Figure 1. Met2 routing.
The bar under the picture is 20 um long. Cells faint in the background.
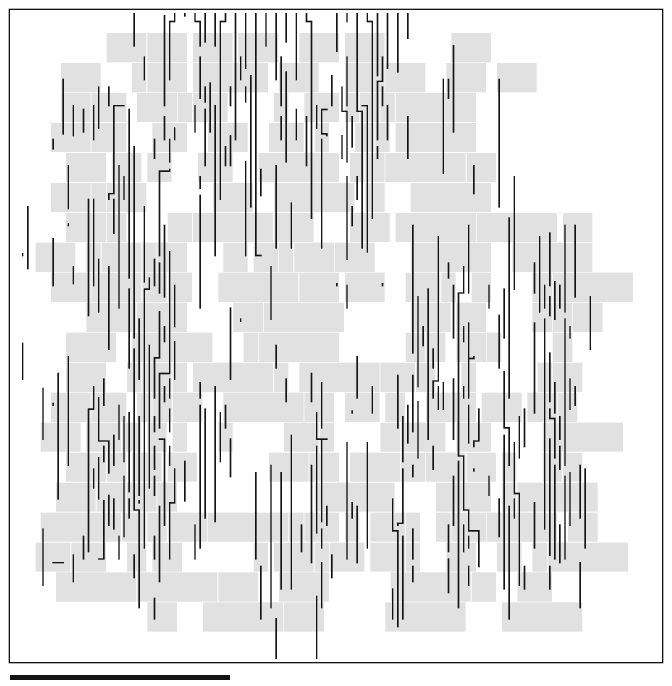
Figure 2. Drive-strength map.
The bar under the picture is 20 um long.
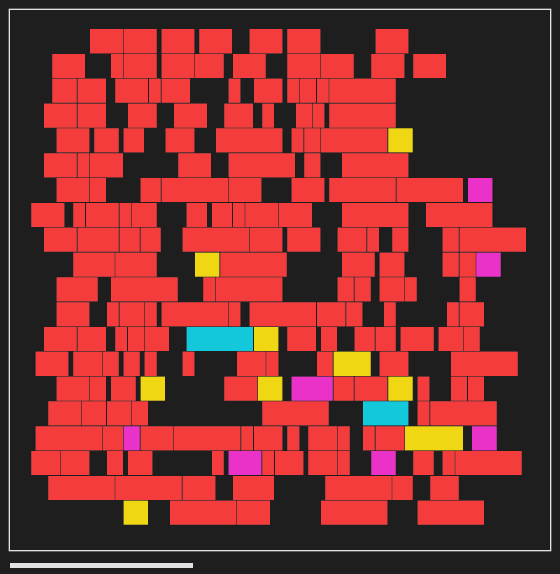
Figure 3. Metal 1.
The bar under the picture is 20 um long. Supply wires on this layer in gray. Cells faint in the background.
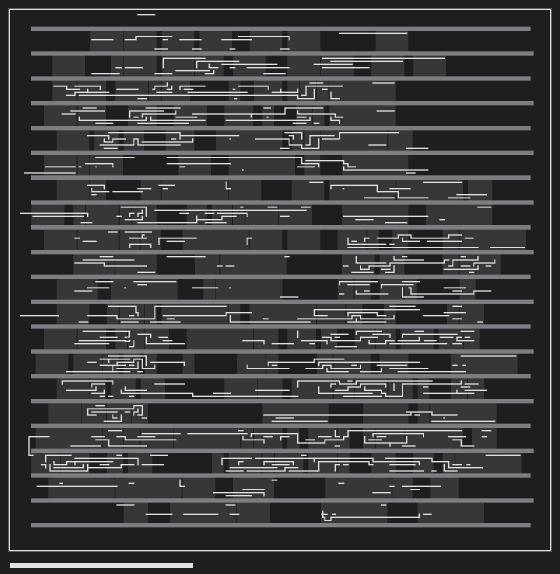
`src/rtl/seg_scan_mux_if.sv`:
```
// Bus bundle between the digit sources and the seven-segment scan multiplexer.
interface seg_scan_mux_if #(
    parameter int unsigned CHANNELS = 4,
    parameter int unsigned WIDTH    = 4
);
    localparam int unsigned IDXW = (CHANNELS > 1) ? $clog2(CHANNELS) : 1;

    logic [CHANNELS*WIDTH-1:0] data_in;
    logic [CHANNELS-1:0]       blank_in;
    logic                      mode;
    logic                      enable;
    logic [IDXW-1:0]           sel_in;
    logic [WIDTH-1:0]          digit_out;
    logic [CHANNELS-1:0]       digit_sel;
    logic [IDXW-1:0]           digit_idx;
    logic                      blank_out;
    logic                      scan_tick;

    // Source side: supplies digits and control, observes the display path.
    modport master (
        output data_in, blank_in, mode, enable, sel_in,
        input  digit_out, digit_sel, digit_idx, blank_out, scan_tick
    );

    // Multiplexer side.
    modport slave (
        input  data_in, blank_in, mode, enable, sel_in,
        output digit_out, digit_sel, digit_idx, blank_out, scan_tick
    );
endinterface

```
`src/rtl/seg_scan_mux.sv`:
```
// Time-multiplexed digit selector: auto scan from a refresh prescaler or manual
// select, with a dark guard interval after each digit change and per-channel blanking.
module seg_scan_mux #(
    parameter int unsigned CHANNELS = 4,
    parameter int unsigned WIDTH    = 4,
    parameter int unsigned DIV      = 50000,
    parameter int unsigned GUARD    = 2
) (
    input  logic          clk,
    input  logic          reset,
    seg_scan_mux_if.slave bus
);
    localparam int unsigned IDXW = (CHANNELS > 1) ? $clog2(CHANNELS) : 1;
    localparam int unsigned PREW = (DIV > 1) ? $clog2(DIV) : 1;
    localparam int unsigned GCW  = $clog2(GUARD + 1);

    logic [PREW-1:0]     pre_q,   pre_d;
    logic [IDXW-1:0]     idx_q,   idx_d;
    logic [GCW-1:0]      gc_q,    gc_d;
    logic [WIDTH-1:0]    out_q,   out_d;
    logic [CHANNELS-1:0] sel_q,   sel_d;
    logic                blank_q, blank_d;
    logic                tick_q,  tick_d;

    logic [WIDTH-1:0]    cur_data_c;
    logic                cur_blank_c;
    logic [CHANNELS-1:0] onehot_c;
    logic                lit_c;

    // Current-channel view: data, blank flag and one-hot enable for idx_q.
    always_comb begin
        cur_data_c  = '0;
        cur_blank_c = 1'b0;
        onehot_c    = '0;
        for (int i = 0; i < CHANNELS; i++) begin
            if (idx_q == IDXW'(i)) begin
                cur_data_c  = bus.data_in[i*WIDTH +: WIDTH];
                cur_blank_c = bus.blank_in[i];
                onehot_c[i] = 1'b1;
            end
        end
        lit_c = (gc_q == '0) && !cur_blank_c;
    end

    // Next-state: prescaler/index stepping, manual select, guard countdown, outputs.
    always_comb begin
        pre_d   = pre_q;
        idx_d   = idx_q;
        tick_d  = 1'b0;
        gc_d    = (gc_q != '0) ? gc_q - GCW'(1) : gc_q;
        out_d   = cur_blank_c ? '0 : cur_data_c;
        sel_d   = lit_c ? onehot_c : '0;
        blank_d = !lit_c;

        if (!bus.mode) begin
            if (bus.enable) begin
                if (pre_q == PREW'(DIV - 1)) begin
                    pre_d  = '0;
                    idx_d  = (idx_q == IDXW'(CHANNELS - 1)) ? '0 : idx_q + IDXW'(1);
                    gc_d   = GCW'(GUARD);
                    tick_d = 1'b1;
                end else begin
                    pre_d = pre_q + PREW'(1);
                end
            end
        end else begin
            // Manual select overrides any pending terminal count; out-of-range selects are ignored.
            pre_d = '0;
            if ((32'(bus.sel_in) < CHANNELS) && (bus.sel_in != idx_q)) begin
                idx_d = bus.sel_in;
                gc_d  = GCW'(GUARD);
            end
        end
    end

    // State and output registers with synchronous reset.
    always_ff @(posedge clk) begin
        if (reset) begin
            pre_q   <= '0;
            idx_q   <= '0;
            gc_q    <= GCW'(GUARD);
            out_q   <= '0;
            sel_q   <= '0;
            blank_q <= 1'b1;
            tick_q  <= 1'b0;
        end else begin
            pre_q   <= pre_d;
            idx_q   <= idx_d;
            gc_q    <= gc_d;
            out_q   <= out_d;
            sel_q   <= sel_d;
            blank_q <= blank_d;
            tick_q  <= tick_d;
        end
    end

    assign bus.digit_out = out_q;
    assign bus.digit_sel = sel_q;
    assign bus.digit_idx = idx_q;
    assign bus.blank_out = blank_q;
    assign bus.scan_tick = tick_q;
endmodule

```
`src/flat_wrapper.sv`:
```
// flat-port wrapper written by rule: the top's interface ports become plain ports
module seg_scan_mux_flat 
#(
    parameter int unsigned CHANNELS = 4,
    parameter int unsigned WIDTH    = 4,
    parameter int unsigned DIV      = 50000,
    parameter int unsigned GUARD    = 2
)
  (clk, reset, bus_data_in, bus_blank_in, bus_mode, bus_enable, bus_sel_in, bus_digit_out, bus_digit_sel, bus_digit_idx, bus_blank_out, bus_scan_tick);
  seg_scan_mux_if #(.CHANNELS(CHANNELS), .WIDTH(WIDTH)) bus_i ();
  input  logic clk;
  input  logic reset;
  input wire logic [$bits(bus_i.data_in)-1:0] bus_data_in;
  input wire logic [$bits(bus_i.blank_in)-1:0] bus_blank_in;
  input wire logic [$bits(bus_i.mode)-1:0] bus_mode;
  input wire logic [$bits(bus_i.enable)-1:0] bus_enable;
  input wire logic [$bits(bus_i.sel_in)-1:0] bus_sel_in;
  output wire logic [$bits(bus_i.digit_out)-1:0] bus_digit_out;
  output wire logic [$bits(bus_i.digit_sel)-1:0] bus_digit_sel;
  output wire logic [$bits(bus_i.digit_idx)-1:0] bus_digit_idx;
  output wire logic [$bits(bus_i.blank_out)-1:0] bus_blank_out;
  output wire logic [$bits(bus_i.scan_tick)-1:0] bus_scan_tick;
  assign bus_i.data_in = bus_data_in;
  assign bus_i.blank_in = bus_blank_in;
  assign bus_i.mode = bus_mode;
  assign bus_i.enable = bus_enable;
  assign bus_i.sel_in = bus_sel_in;
  assign bus_digit_out = bus_i.digit_out;
  assign bus_digit_sel = bus_i.digit_sel;
  assign bus_digit_idx = bus_i.digit_idx;
  assign bus_blank_out = bus_i.blank_out;
  assign bus_scan_tick = bus_i.scan_tick;
  seg_scan_mux #(.CHANNELS(CHANNELS), .WIDTH(WIDTH), .DIV(DIV), .GUARD(GUARD)) u_core (.clk(clk), .reset(reset), .bus(bus_i));
endmodule
```
`config.mk`:
```
export PLATFORM = sky130hd
export DESIGN_NAME = seg_scan_mux_flat
export DESIGN_NICKNAME = d
export VERILOG_FILES = /design/src/rtl/seg_scan_mux_if.sv /design/src/rtl/seg_scan_mux.sv /design/src/flat_wrapper.sv
export SDC_FILE = /design/constraint.sdc
export NUM_CORES = 1
export LEC_CHECK = 0
export CORE_MARGIN = 2
export CORE_UTILIZATION = 48
export CTS_CLUSTER_SIZE = 30
export DETAILED_ROUTE_END_ITERATION = 6
export PLACE_DENSITY = 0.75
export SYNTH_ARGS = -nofsm -noshare
export SYNTH_HDL_FRONTEND = slang
export SYNTH_SLANG_ARGS = --single-unit
```
`constraint.sdc`:
```
create_clock -name clk -period 1.95 [get_ports clk]
set_input_delay 0.195 -clock clk [delete_from_list [all_inputs] [get_ports clk]]
set_output_delay 0.195 -clock clk [all_outputs]
set_load 0.01 [all_outputs]
```
==> results.yml <==
# flow metrics
flow_run:
  stage_log_warnings: 29
  max-cap-violations: 0
worst_setup_path:
  worst_ep_required_time_ns: 2.18
  worstPathMaxFanout: 9
  cp_num_cells: 6
  type_of_origin_of_the_critical_path: "register"
  critical_path.endpoint_type: "register"
  regToRegSetupSlack_ns: 0.13
  critPathLaunch: "u_core.bus.digit_idx[1]"
  worst_path_dominant_cell_family: "simple AND/OR/NAND/NOR gates"
  cp_slowest_stage_delay_ns: 0.47
  crit_path_class: "reg -> reg"
  path_cells: "inv_1 > ha_1 > nand3b_1 > a221o_1 > and3_1 > and2_1"
  reg2regPathDepth: 6
  last_element_of_the_critical_path: "u_core.bus.digit_sel[1]"
  critPathBufInv: 1
  critical_path.reg2reg.startpoint: "u_core.bus.digit_idx[1]"
cells_and_area:
  layoutNonFillerInstCount: 236
  drive_above_1_share_pct: 8.87
  final-seq-area_um2: 601
  top_register: "u_core.pre_q"
  largest_class: "multi-input combinational cells"
  flip_flops: 30
  comb_area_um2: 798
  final.signal_inverter_count: 9
  clk_share_pct: 3.10
  final_core_utilization_pct: 65.1
  largest_register_ffs: 16
  count_of_clock_net_buffers_in_the_final_layout: 7
  nMultiInputCombCells: 116
  finalNetCount: 233
  combAreaFraction_pct: 41.2
  seq_total_area_pct: 31.0
  fill_cells: 238
detailed_routing:
  drt_wl_cell_um: 13.2
  starting_drc_count_in_detailed_routing: 49
  final_antenna_net_count: 0
  drt_pass1_iterations: 4
  m1WireLength_um: 1370
  top_signal_layer_used: "met4"
  via_per_inst: 5.45
  route.met2.wl_um: 1500
  wl_met3_um: 125
  post-route-drc-count: 0
synth:
  ys_async_sr_fraction_pct: 0
  synth-area-yosys_mm2: 0.00146
  synth-compound-area-share_pct: 14.7
  mappedNetlistArea_mm2: 0.00146
  adder_area_share_pct: 4.28
  ys_warn_count: 0
  synth-edff-count: 0
  post_synth_main_logic_family: "simple AND/OR/NAND/NOR gates"
  xor_xnor_share_pct: 6.59
  ys_seq_share_pct: 41.1
  portion_of_netlist_area_occupied_by_mux_cells_pct: 1.37
  yosys.cell_types.count: 41
  ys.flop_type: "dfxtp_1"
  postSynthRegisterBits: 30
  synth_area_per_cell_um2: 9.02
grt:
  globalRoute.totalOverflow: 0
  grt.total_usage_pct: 20.1
  grt_start_max_net_pins: 17
  grt.met2_usage_pct: 32.2
  globalRouteMet3Util_pct: 5.24
  antenna_found_initial: 0
  grt_first_pass_wirelength_um: 5190
status:
  status: "completed"
clock_tree:
  clkSlewWorstSetupHoldPaths_ns: 0.09
  cts_htree_levels: 2
  cts_tree: "yes"
  cts_hold_buffers: 0
  cts-resized-gates: 0
  cts_inserted_buffers: 5
  ctsLongestPathBuffers: 2
  numClockSinks: 30
  clk-insertion-delay-late_ns: 0.33
die:
  chipWidth_um: 59.2
  die_y_um: 59.2
  chip_area_mm2: 0.00350
  pin_count: 38
  n_tap_cell: 33
sta:
  final-setup-viol-count: 0
  period_needed_ns: 1.82
  clock_skew_ns: 0.00611
  post-route-period-util_pct: 93.4
  max_freq_mhz: 549
  report.final.slew_viol_count: 0
  rsz0062_at_grt: "no"
  timing.setup.tns_ns: 0
  worst_slew_pin_tran_ns: 0.396
  timing.max_slew.rel_slack_pct: 73.6
power:
  power.ir.vdd_worst_mv: 0.513
  power.share.clock_pct: 27.9
  comb_power_share_pct: 23.2
  internal_power_uw: 998
  power-per-cell-area_mw_per_mm2: 703
  design_power_total_uw: 1360
  leakage_uw: 0.000754
  sw_frac_of_total_pct: 26.8
placement:
  detailed_place.area_mm2: 0.00188
  post-dp-hpwl_um: 2420
  place.gp.congestion: 0.799
  place.detailed.instances: 228
  port-buffer-count: 37
worst_hold_path:
  endpoint_of_the_worst_hold_path: "u_core.bus.digit_out[2]"
  timing.hold.worst.class: "in -> reg"
  min-delay-start: "bus_data_in[14]"
About Figure 1:
The longest straight run is 23.5 um. 194 nets have wire on it. The wires run mostly vertical.
total wirelength of the detailed-routed design: 3120 um
Vias: 1,287

About Figure 2:
Key: yellow = drive 3 to 4 [cells 9, share 4.4%, most used clkbuf_4]; cyan = drive 6 and up [cells 2, share 0.99%]; red = drive 1 or less [cells 185, share 91%, most used clkdlybuf4s50_1]; magenta = drive 2 [cells 7, share 3.4%, most used or3_2]
area grow syn2layout: 32.7%
worst path setup slack after routing: 0.130 ns
final non-filler cell area: 0.00194 mm^2
Buffers excl. clock: 40

About Figure 3:
204 nets have wire on it. The layer holds 44% of the routed length.
met1 track demand over resource in global routing: 23.5%

[placed cells by master (no fill, tap or decap), drive strengths merged]
cell / n
clkbuf: 7
o21ai: 7
buf: 3
and3b: 1
xor2: 8
nand4: 3
ha: 5
and4b: 1
a211o: 5
or4b: 2
inv: 9
and2: 6
dfxtp: 30
nand3: 4
and4: 3
a221oi: 3
a21o: 1
or4: 4
nor2: 13
clkdlybuf4s50: 37
nor2b: 1
nand2: 12
or3: 4
nor4b: 1
and3: 2
clkinv: 1
a21oi: 11
o211ai: 2
a221o: 1
o31ai: 2
nand3b: 3
nor4bb: 1
xnor2: 3
nor4: 1
nor3: 3
mux2i: 2
a211oi: 1
[power groups by stage]
stage                     Clock (uW)  Combinational (uW)  Sequential (uW)
after floorplan                    0                 154              692
after global placement             0                 309              681
after detailed placement           0                 315              682
after CTS                        388                 318              668
after global routing             423                 345              673
final                            380                 316              668
[synthesized netlist by cell type, types with 3 or more instances]
| master | instances | area [um^2] |
|---|---|---|
| a211o_1 | 5 | 43.8 |
| a21oi_1 | 11 | 55.1 |
| a221oi_1 | 3 | 26.3 |
| and2_1 | 5 | 31.3 |
| clkbuf_1 | 5 | 18.8 |
| dfxtp_1 | 30 | 601 |
| ha_1 | 5 | 62.6 |
| inv_1 | 9 | 33.8 |
| nand2_1 | 11 | 41.3 |
| nand3_1 | 3 | 15.0 |
| nand3b_1 | 3 | 22.5 |
| nor2_1 | 13 | 48.8 |
| nor3_1 | 3 | 15.0 |
| o21ai_0 | 7 | 35.0 |
| or3_2 | 3 | 22.5 |
| or4_1 | 4 | 30.0 |
| xnor2_1 | 3 | 26.3 |
| xor2_1 | 8 | 70.1 |
Power is estimated from default activity; no workload was simulated.
